**src/rtl/uart_tx_arbiter.sv**
```systemverilog
// uart_tx_arbiter: round-robin packet arbiter sharing one uart_tx among NUM_REQ byte streams.
// Holds a grant for a whole packet (capped at MAX_BURST bytes) and sequences send/ready.
module uart_tx_arbiter #(
    parameter int NUM_REQ       = 4,
    parameter int MAX_BURST     = 16,
    parameter int FETCH_TIMEOUT = 255,
    parameter int ID_W          = 2
) (
    input  logic                 clk,
    input  logic                 rst,
    input  logic [NUM_REQ-1:0]   req_valid,
    input  logic [8*NUM_REQ-1:0] req_data,
    input  logic [NUM_REQ-1:0]   req_last,
    output logic [NUM_REQ-1:0]   req_ready,
    output logic [7:0]           tx_data,
    output logic                 tx_send,
    input  logic                 tx_ready,
    output logic                 grant_valid,
    output logic [ID_W-1:0]      grant_id,
    output logic                 abort_pulse
);
    typedef enum logic [1:0] {IDLE, FETCH, SEND, WAIT} state_t;
    state_t          state, state_n;
    logic [ID_W-1:0] rr, rr_n, grant_id_n, pick, idx;
    logic            pick_ok, sel_valid, last_q, last_n, tx_send_n, grant_valid_n, abort_n;
    logic [7:0]      byte_cnt, byte_cnt_n, tx_data_n;
    logic [15:0]     timeout_cnt, timeout_cnt_n;

    assign sel_valid = req_valid[grant_id];
    assign req_ready = (state == FETCH && sel_valid) ? (NUM_REQ'(1) << grant_id) : '0;

    // Scan farthest-first so the requester nearest after rr overwrites and wins.
    always_comb begin
        pick    = '0;
        pick_ok = 1'b0;
        idx     = '0;
        for (int k = NUM_REQ; k >= 1; k--) begin
            idx = ID_W'((int'(rr) + k) % NUM_REQ);
            if (req_valid[idx]) begin
                pick    = idx;
                pick_ok = 1'b1;
            end
        end
    end

    always_comb begin
        state_n       = state;
        rr_n          = rr;
        grant_id_n    = grant_id;
        grant_valid_n = grant_valid;
        byte_cnt_n    = byte_cnt;
        timeout_cnt_n = timeout_cnt;
        tx_data_n     = tx_data;
        last_n        = last_q;
        tx_send_n     = tx_send;
        abort_n       = 1'b0;
        unique case (state)
            IDLE: if (pick_ok) begin
                grant_id_n    = pick;
                grant_valid_n = 1'b1;
                byte_cnt_n    = '0;
                timeout_cnt_n = '0;
                state_n       = FETCH;
            end
            FETCH: if (sel_valid) begin
                tx_data_n     = req_data[{grant_id, 3'b000} +: 8];
                last_n        = req_last[grant_id];
                timeout_cnt_n = '0;
                tx_send_n     = 1'b1;
                state_n       = SEND;
            end else if (timeout_cnt == 16'(FETCH_TIMEOUT - 1)) begin
                abort_n       = 1'b1;
                rr_n          = grant_id;
                grant_valid_n = 1'b0;
                grant_id_n    = '0;
                timeout_cnt_n = '0;
                state_n       = IDLE;
            end else begin
                timeout_cnt_n = timeout_cnt + 16'd1;
            end
            SEND: if (!tx_ready) begin
                tx_send_n = 1'b0;
                state_n   = WAIT;
            end
            WAIT: if (tx_ready) begin
                byte_cnt_n = byte_cnt + 8'd1;
                // A burst-cap release mid-packet is fine: the requester re-arbitrates later.
                if (last_q || ({1'b0, byte_cnt} + 9'd1 == 9'(MAX_BURST))) begin
                    rr_n          = grant_id;
                    grant_valid_n = 1'b0;
                    grant_id_n    = '0;
                    state_n       = IDLE;
                end else begin
                    state_n = FETCH;
                end
            end
            default: state_n = IDLE;
        endcase
    end

    always_ff @(posedge clk or posedge rst) begin
        if (rst) begin
            state       <= IDLE;
            rr          <= ID_W'(NUM_REQ - 1);
            grant_id    <= '0;
            grant_valid <= 1'b0;
            byte_cnt    <= '0;
            timeout_cnt <= '0;
            tx_data     <= '0;
            last_q      <= 1'b0;
            tx_send     <= 1'b0;
            abort_pulse <= 1'b0;
        end else begin
            state       <= state_n;
            rr          <= rr_n;
            grant_id    <= grant_id_n;
            grant_valid <= grant_valid_n;
            byte_cnt    <= byte_cnt_n;
            timeout_cnt <= timeout_cnt_n;
            tx_data     <= tx_data_n;
            last_q      <= last_n;
            tx_send     <= tx_send_n;
            abort_pulse <= abort_n;
        end
    end
endmodule

```
**config.mk**
```make
export PLATFORM = sky130hd
export DESIGN_NAME = uart_tx_arbiter
export DESIGN_NICKNAME = d
export VERILOG_FILES = /design/src/rtl/uart_tx_arbiter.sv
export SDC_FILE = /design/constraint.sdc
export NUM_CORES = 1
export LEC_CHECK = 0
export CAP_MARGIN = 25
export CORE_ASPECT_RATIO = 0.9
export CORE_MARGIN = 4
export CORE_UTILIZATION = 54
export CTS_CLUSTER_SIZE = 14
export DETAILED_ROUTE_END_ITERATION = 7
export PLACE_DENSITY = 0.85
export SETUP_SLACK_MARGIN = 0.2
export SLEW_MARGIN = 20
export SYNTH_ARGS = -nofsm -noshare
export SYNTH_HDL_FRONTEND = slang
export SYNTH_SLANG_ARGS = --single-unit
export TNS_END_PERCENT = 20
```
**constraint.sdc**
```tcl
create_clock -name clk -period 5.18 [get_ports clk]
set_clock_uncertainty 0.15 [all_clocks]
set_input_delay 0.518 -clock clk [delete_from_list [all_inputs] [get_ports clk]]
set_output_delay 0.518 -clock clk [all_outputs]
set_load 0.05 [all_outputs]
```
==> run_results.csv <==
group,metric,value,unit
outcome,status,"complete, no violations",
floorplan,die_w,80.9,um
yosys,synthMostInstantiatedCell,"dfrtp_1",
yosys,ys_cells,239,
layout,layout-drive-gt1-share,0.176,
yosys,synth.cellmix.simpleShare,0.208,
layout,antenna_cells,0,
critical_path,required,4.51,ns
min_path,min_from,"tx_data[1]",
global_routing,grt_pass1_vias,2068,
critical_path,reg2reg_slack,2.59,ns
yosys,syn_nets,286,
route,drtIter0Drc,176,
floorplan,tap_cells,62,
yosys,ys_sh_aoi,0.120,
critical_path,timing.rr.start,"grant_id[0]",
layout,clkCellAreaFrac,0.0293,
place,routabilityCongestion,0.853,
global_routing,grtUsageMet1,0.267,
place,place_ws,1.65,ns
yosys,synth_seq_share,0.408,
layout,logic_area,1390,sq um
timing,fmax,269,MHz
route,wl_met3,519,um
route,met1_length,2.31,mm
layout,nets,341,
critical_path,end_kind,"output port",
route,vias_per_cell,5.72,
timing,hold_ws,0.364,ns
timing,final.setup.tns,0,ns
layout,seqCellArea,1050,sq um
yosys,synth_async_sr_flop_share,1.00,
floorplan,die_area,5960,sq um
timing,hold_viol_final,0,
clocking,numCtsBuffers,5,
clocking,cts_tree,"yes",
floorplan,die_h,73.6,um
layout,lay_top_cells,"clkdlybuf4s50_1, dfrtp_1, o21ai_0",
global_routing,grt_max_degree,43,
place,hpwl,4.09,mm
layout,synthToLayoutAreaGrowth,25.4,%
critical_path,path_max_fanout,17,
power,ir_worst_vdd,281,uV
power,powerDensity,466,nW/um^2
timing,finalClockPeriodUsage,0.717,
-- power by group --
| part | leakage, nW | switching, mW | internal [mW] | total, mW |
|---|---|---|---|---|
| clock network | 0.0472 | 0.114 | 0.107 | 0.221 |
| registers | 0.544 | 0.123 | 0.415 | 0.539 |
| logic | 0.706 | 0.425 | 0.327 | 0.752 |
| total | 1.30 | 0.662 | 0.849 | 1.51 |
-- worst max-delay path, stage by stage, from the launching register on --
cell             delay [ns]
dfrtp_1                0.86
mux4_2                 0.64
nand2_1                0.40
nor3b_1                0.11
clkdlybuf4s50_1        0.73
-- flip-flops by register name, summed over array words and instances, names as in the netlist, named ones only --
signal,cells
byte_cnt,8
abort_pulse,1
grant_id,2
rr,2
timeout_cnt,16
state,1
tx_send,1
last_q,1
tx_data,8
grant_valid,1
### Clock routing

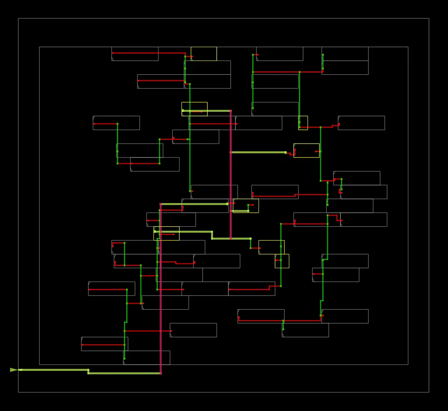
# clk buffers: 6
Sink Count: 42

### Signal wires on met3

Scale: 6 px per um. Cells faint in the background.
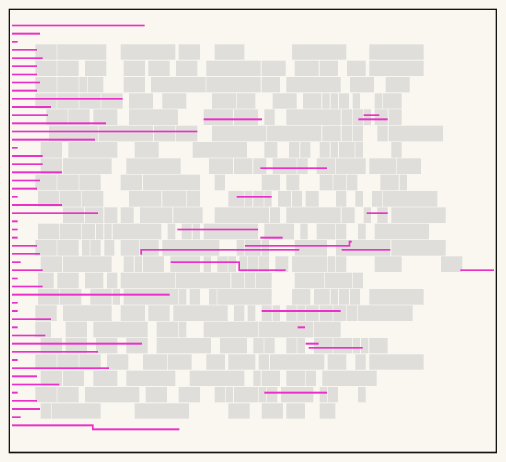
wire length on this layer: 520 um
share of all routed wire: 9.4%
longest straight run: 30.6 um
Global Route met3 Usage: 0.0821
final WL: 5.51 mm
via count: 2043

Power is estimated from default activity; no workload was simulated.
